## config.mk

```make
export PLATFORM = sky130hd
export DESIGN_NAME = alpharetz_spi_arbiter
export DESIGN_NICKNAME = d
export VERILOG_FILES = /design/src/rtl/alpharetz_spi_pkg.sv /design/src/rtl/alpharetz_rr_arbiter.sv /design/src/rtl/alpharetz_spi_arbiter.sv
export SDC_FILE = /design/constraint.sdc
export NUM_CORES = 1
export LEC_CHECK = 0
export CAP_MARGIN = 0
export CORE_ASPECT_RATIO = 0.5
export CORE_MARGIN = 10
export CORE_UTILIZATION = 51
export CTS_BUF_LIST = sky130_fd_sc_hd__clkbuf_2
export CTS_CLUSTER_SIZE = 10
export DETAILED_ROUTE_END_ITERATION = 10
export GPL_TIMING_DRIVEN = 0
export PLACE_DENSITY = 0.85
export SYNTH_ARGS = -nofsm -noshare
export SYNTH_HDL_FRONTEND = slang
export SYNTH_SLANG_ARGS = --single-unit
```

## constraint.sdc

```tcl
create_clock -name sys_clk -period 4.05 [get_ports sys_clk]
set_input_delay 1.215 -clock sys_clk [delete_from_list [all_inputs] [get_ports sys_clk]]
set_output_delay 1.215 -clock sys_clk [all_outputs]
set_load 0.01 [all_outputs]
```

## src/rtl/alpharetz_spi_pkg.sv

```systemverilog
// Shared SPI parameters and the arbiter state encoding used by the SPI
// controller and the SPI arbiter.
package alpharetz_spi_pkg;

  localparam int SPI_DATA_WIDTH = 8;
  localparam int P_ADDR_WIDTH   = 3;
  localparam int PERI_CNT       = 1 << P_ADDR_WIDTH;

  typedef enum logic [1:0] {
    IDLE  = 2'd0,
    START = 2'd1,
    BUSY  = 2'd2,
    DONE  = 2'd3
  } arb_state_e;

endpackage

```

## src/rtl/alpharetz_rr_arbiter.sv

```systemverilog
// Combinational round-robin pick: searches upward from the slot after the
// last grant, wrapping, and returns a one-hot winner and its index.
module alpharetz_rr_arbiter #(
  parameter int REQ_CNT = 4,
  parameter int IDX_W   = $clog2(REQ_CNT)
) (
  input  logic [REQ_CNT-1:0] req,
  input  logic [IDX_W-1:0]   last_idx,
  output logic [REQ_CNT-1:0] winner,
  output logic [IDX_W-1:0]   win_idx,
  output logic               any
);

  logic             found;
  logic [IDX_W-1:0] cand;

  always_comb begin
    winner  = '0;
    win_idx = '0;
    found   = 1'b0;
    cand    = '0;
    // i runs 1..REQ_CNT so the last grantee is considered last
    for (int i = 1; i <= REQ_CNT; i++) begin
      cand = IDX_W'((int'(last_idx) + i) % REQ_CNT);
      if (!found && req[cand]) begin
        found        = 1'b1;
        win_idx      = cand;
        winner[cand] = 1'b1;
      end
    end
  end

  assign any = |req;

endmodule

```

## src/rtl/alpharetz_spi_arbiter.sv

```systemverilog
// Round-robin arbiter sharing one SPI controller between REQ_CNT requesters;
// serialises whole transactions and reports completion, data and timeout.
module alpharetz_spi_arbiter #(
  parameter int REQ_CNT        = 4,
  parameter int SPI_DATA_WIDTH = alpharetz_spi_pkg::SPI_DATA_WIDTH,
  parameter int P_ADDR_WIDTH   = alpharetz_spi_pkg::P_ADDR_WIDTH,
  parameter int TIMEOUT_CYCLES = 1024
) (
  input  logic                              sys_clk,
  input  logic                              sync_rst_n,
  input  logic                              sys_clk_en,
  input  logic [REQ_CNT-1:0]                req,
  input  logic [REQ_CNT*SPI_DATA_WIDTH-1:0] req_tx_data,
  input  logic [REQ_CNT*P_ADDR_WIDTH-1:0]   req_p_addr,
  output logic [REQ_CNT-1:0]                grant,
  output logic [REQ_CNT-1:0]                done,
  output logic                              err,
  output logic [SPI_DATA_WIDTH-1:0]         rx_data,
  output logic                              start_txn,
  output logic [SPI_DATA_WIDTH-1:0]         tx_data,
  output logic [P_ADDR_WIDTH-1:0]           p_addr,
  input  logic                              end_txn,
  input  logic [SPI_DATA_WIDTH-1:0]         ctrl_rx_data,
  output logic                              busy
);

  import alpharetz_spi_pkg::*;

  localparam int IDX_W = $clog2(REQ_CNT);
  localparam bit WD_ON = (TIMEOUT_CYCLES > 0);
  localparam int WD_W  = WD_ON ? $clog2(TIMEOUT_CYCLES + 1) : 1;
  localparam logic [WD_W-1:0] WD_LAST = WD_ON ? WD_W'(TIMEOUT_CYCLES - 1) : '0;

  arb_state_e state_q, state_nxt;

  logic [REQ_CNT-1:0]        grant_q, grant_nxt;
  logic [REQ_CNT-1:0]        done_q, done_nxt;
  logic                      err_q, err_nxt;
  logic [SPI_DATA_WIDTH-1:0] rx_q, rx_nxt;
  logic                      start_q, start_nxt;
  logic [SPI_DATA_WIDTH-1:0] tx_q, tx_nxt;
  logic [P_ADDR_WIDTH-1:0]   addr_q, addr_nxt;
  logic [WD_W-1:0]           wdog_q, wdog_nxt;
  logic [IDX_W-1:0]          last_q, last_nxt;

  logic [REQ_CNT-1:0]        win_onehot;
  logic [IDX_W-1:0]          win_idx;
  logic                      any_req;
  logic [SPI_DATA_WIDTH-1:0] tx_sel;
  logic [P_ADDR_WIDTH-1:0]   addr_sel;

  alpharetz_rr_arbiter #(
    .REQ_CNT (REQ_CNT),
    .IDX_W   (IDX_W)
  ) u_rr (
    .req      (req),
    .last_idx (last_q),
    .winner   (win_onehot),
    .win_idx  (win_idx),
    .any      (any_req)
  );

  // Winner's slices, selected with constant indices from the one-hot vector
  always_comb begin
    tx_sel   = '0;
    addr_sel = '0;
    for (int i = 0; i < REQ_CNT; i++) begin
      if (win_onehot[i]) begin
        tx_sel   = req_tx_data[i*SPI_DATA_WIDTH +: SPI_DATA_WIDTH];
        addr_sel = req_p_addr[i*P_ADDR_WIDTH +: P_ADDR_WIDTH];
      end
    end
  end

  // Reset overrides the clock enable; otherwise state moves only on enabled edges
  always_ff @(posedge sys_clk) begin
    if (!sync_rst_n) begin
      state_q <= IDLE;
      grant_q <= '0;
      done_q  <= '0;
      err_q   <= 1'b0;
      rx_q    <= '0;
      start_q <= 1'b0;
      tx_q    <= '0;
      addr_q  <= '0;
      wdog_q  <= '0;
      last_q  <= IDX_W'(REQ_CNT - 1);
    end else if (sys_clk_en) begin
      state_q <= state_nxt;
      grant_q <= grant_nxt;
      done_q  <= done_nxt;
      err_q   <= err_nxt;
      rx_q    <= rx_nxt;
      start_q <= start_nxt;
      tx_q    <= tx_nxt;
      addr_q  <= addr_nxt;
      wdog_q  <= wdog_nxt;
      last_q  <= last_nxt;
    end
  end

  always_comb begin
    state_nxt = state_q;
    grant_nxt = grant_q;
    done_nxt  = '0;
    err_nxt   = err_q;
    rx_nxt    = rx_q;
    start_nxt = 1'b0;
    tx_nxt    = tx_q;
    addr_nxt  = addr_q;
    wdog_nxt  = wdog_q;
    last_nxt  = last_q;

    case (state_q)
      IDLE: begin
        if (any_req) begin
          state_nxt = START;
          grant_nxt = win_onehot;
          tx_nxt    = tx_sel;
          addr_nxt  = addr_sel;
          last_nxt  = win_idx;
          start_nxt = 1'b1;
        end
      end
      START: begin
        state_nxt = BUSY;
        wdog_nxt  = '0;
      end
      BUSY: begin
        // end_txn takes precedence over a watchdog expiry on the same cycle
        if (end_txn) begin
          rx_nxt    = ctrl_rx_data;
          err_nxt   = 1'b0;
          done_nxt  = grant_q;
          state_nxt = DONE;
        end else if (WD_ON && (wdog_q == WD_LAST)) begin
          rx_nxt    = '0;
          err_nxt   = 1'b1;
          done_nxt  = grant_q;
          state_nxt = DONE;
        end else if (WD_ON) begin
          wdog_nxt = wdog_q + 1'b1;
        end
      end
      DONE: begin
        grant_nxt = '0;
        wdog_nxt  = '0;
        state_nxt = IDLE;
      end
      default: state_nxt = IDLE;
    endcase
  end

  assign grant     = grant_q;
  assign done      = done_q;
  assign err       = err_q;
  assign rx_data   = rx_q;
  assign start_txn = start_q;
  assign tx_data   = tx_q;
  assign p_addr    = addr_q;
  assign busy      = (state_q != IDLE);

  a_grant_onehot0 : assert property (@(posedge sys_clk) disable iff (!sync_rst_n)
    $onehot0(grant_q));
  a_done_in_grant : assert property (@(posedge sys_clk) disable iff (!sync_rst_n)
    ((done_q & ~grant_q) == '0));

endmodule

```

==> images/m1.png <==
Scale: 4 px per um. Cells faint in the background.
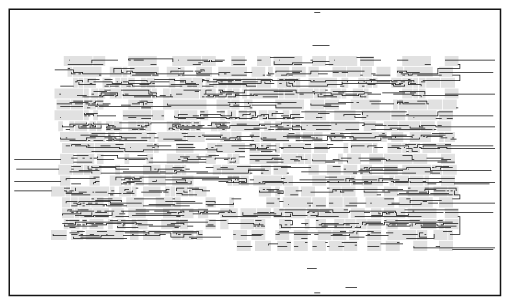
share of all routed wire: 44%
main direction: horizontal
nets with wire on the layer: 423

==> images/m2.png <==
Scale: 4 px per um.
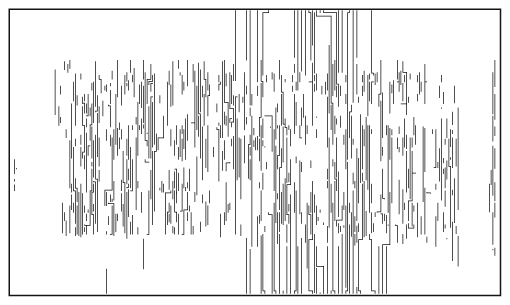
main direction: vertical
wire length on this layer: 4000 um
nets with wire on the layer: 395
longest straight run: 36.7 um

==> images/m3.png <==
Scale: 3 px per um. Cells faint in the background.
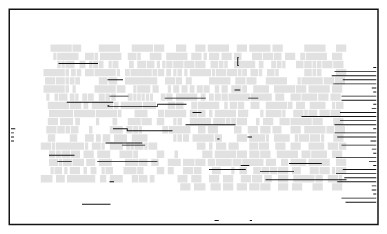
nets with wire on the layer: 56
share of all routed wire: 6.4%
longest straight run: 26.7 um
wire length on this layer: 528 um
main direction: horizontal

==> images/pinout.png <==
Scale: 4 px per um. Pins as bars across the die edge, other pins in gray.
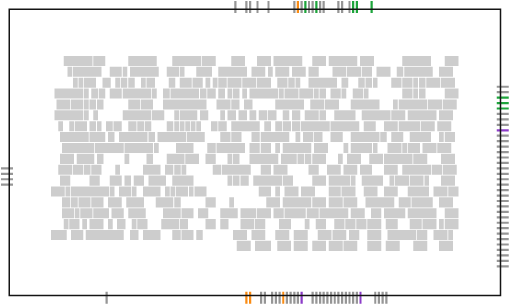
[green] rx_data | pins: 8 | direction: output | edge: 5 top, 3 right
[purple] p_addr | pins: 3 | direction: output | edge: 2 bottom, 1 right
[orange] grant | pins: 4 | direction: output | edge: 3 bottom, 1 top
all pins by edge: 34 right, 32 bottom, 20 top, 4 left

==> summary.txt <==
Slew headroom: 34.3%
Fillers: 403
Count of multi-input gates: 209
OpenROAD warning count: 36
Comb/total area: 42.6%
Area Overhead vs Synth: 38.5%
YS warnings: 0
Final Instance Area: 3700 um2
Post-synthesis simple-gate area fraction: 18.6%
CP cell instances: clkdlybuf4s50_1 > mux4_1 > a21oi_1 > a2bb2oi_2 > o21ai_0 > clkbuf_1 > o221ai_1 > a221oi_2
Buffer share of cell area: 27.0%
Final ANT Viol Nets: 0
DP Area: 3630 um2
Fin. Hold Viols: 0
Logic area: 1580 um2
Seq/total area: 23.8%
Setup TNS: 0 ns
Post-route minimum period: 3.57 ns
Status: finished, final reports clean
Final tally of max-slew violations: 0
Setup crit end kind: flop
Adder Share, Synth: 6.08%
GRT overflow: 0
Yosys chip area: 2680 um2
Top cells, area: dfxtp_1, ha_1, a221oi_2
Final WS setup: 0.480 ns
Top cells excl fill/tap: clkdlybuf4s50_1, dfxtp_1, inv_1
TritonCTS clock tree: yes
Flop count: 44
Met3 WL post-DR: 527 um
Largest net degree at the start of global routing: 16
Worst-margin pin slew: 0.973 ns
Hold crit path type: reg -> reg
Setup violators final: 0
Cell depth of the worst min-delay path: 2
XOR-XNOR Cells, Area Fraction: 2.95%
Clk. pwr: 0.266 mW
Non-clk bufs: 107
Top cell area share: 32.9%
CTS resizes: 0
Slowest-stage cell, CP: mux4_1
Initial drt markers: 163
Leak: 1.40 nW
Dominant register cell in the synthesized netlist: dfxtp_1
Tot Pwr: 1.36 mW
P_int: 0.866 mW
RSZ-0062 raised after global routing: no
CP Launch Type: input port
Pwr per Cell Area: 366 nW/um2
Vert. Die Dim: 71.2 um
DP HPWL: 6500 um
Worst EP arrival: 3.96 ns
Register area: 881 um2
Cell count in the Yosys report: 296
DRT met1 WL: 3610 um
Antenna violations before repair: 0
Met2 WL post-DR: 4000 um
Number of max-cap violations: 0
FP Core Util: 53.5%
Non-clk invs: 23
Sw power: 0.491 mW
Synth logic family: AND-OR/OR-AND gates
Placed Cells incl. Taps: 453
Max power group: combinational logic
Distinct lib cells: 56
CTS root buffer: clkbuf_2
Synth top cell by count: dfxtp_1
Crit path kind: in -> reg
Clk tree area frac: 1.93%
Vias in the first global route: 2575
Crit path DRT: 4.44 ns
Setup crit end: tx_data[4]
Peak Freq: 280 MHz
Synth Area per Inst: 9.04 um2
Post-synth top cells: dfxtp_1, inv_1, nand2_1, nor2_1
Clock Buffer Count: 5
GRT met2 Usage: 31.9%
CTS Buf Count: 5
MUX area fraction: 4.72%
Switching Fraction: 36.2%
Final Non-Filler Cells: 461
Cycle use final: 88.1%
Io pins: 90
VDD IR max: 0.170 mV
Critical path origin: req[0]
Max FFs per register: 11
# Taps: 70
Clock transition at path regs: 0.26 ns
Die area: 8720 um2
DR vias/cell: 5.61
Post-synth ARST share: 0%
Seq share, synth: 32.9%
Core area: 5000 um2
Via Count: 2588
Cell count after synthesis: 296
Rows: 18
Final core occ: 74.1%
Post-CTS setup buffer count: 0
Final WL: 8260 um
Combinational gate power: 0.587 mW
Hold Buf Count CTS: 0
Clock latency on the worst-skew pair: 0.44 ns
Top Metal Used: met4
N_diodes: 0
Total Routing Usage GR: 18.3%
CTS max path bufs: 2
CP max FO: 10
Met3 Usage GRT: 3.52%
Reg2Reg Depth: 10
Drt drc: 0
Seq pwr: 0.504 mW
Biggest register: wdog_q
First-pass GRT wire length: 13100 um
Fin Clk Skew: 0.0347 ns
FF-to-FF End: tx_data[4]
Pre-CTS setup slack: 0.0114 ns
Number of enable flip-flop cells: 0
Layout cells sized above 1: 10.5%
Drt wl/cell: 17.9 um
Pre-Repair DR Iteration Count: 5
Critical path depth in cells: 8
R2R setup slack: 0.73 ns
R2R Path Start: last_q[0]
Area leader, netlist: dfxtp_1
CTS H-Tree Depth: 2
Combinational share of power: 43.2%
Biggest Area Class: multi-input combinational cells
Top cell excl fill/tap: clkdlybuf4s50_1
Final net count: 463
Hold Startpoint: rx_data[7]
M1 GR Usage: 22.4%
IO buf count: 87
Die width: 122 um
Ao+oa area frac: 26.7%
Placer Congestion: 0.819
Gr busiest metal: met2
CTS sink cnt: 44
No activity file was given, so power comes from the tool's default toggle rates.
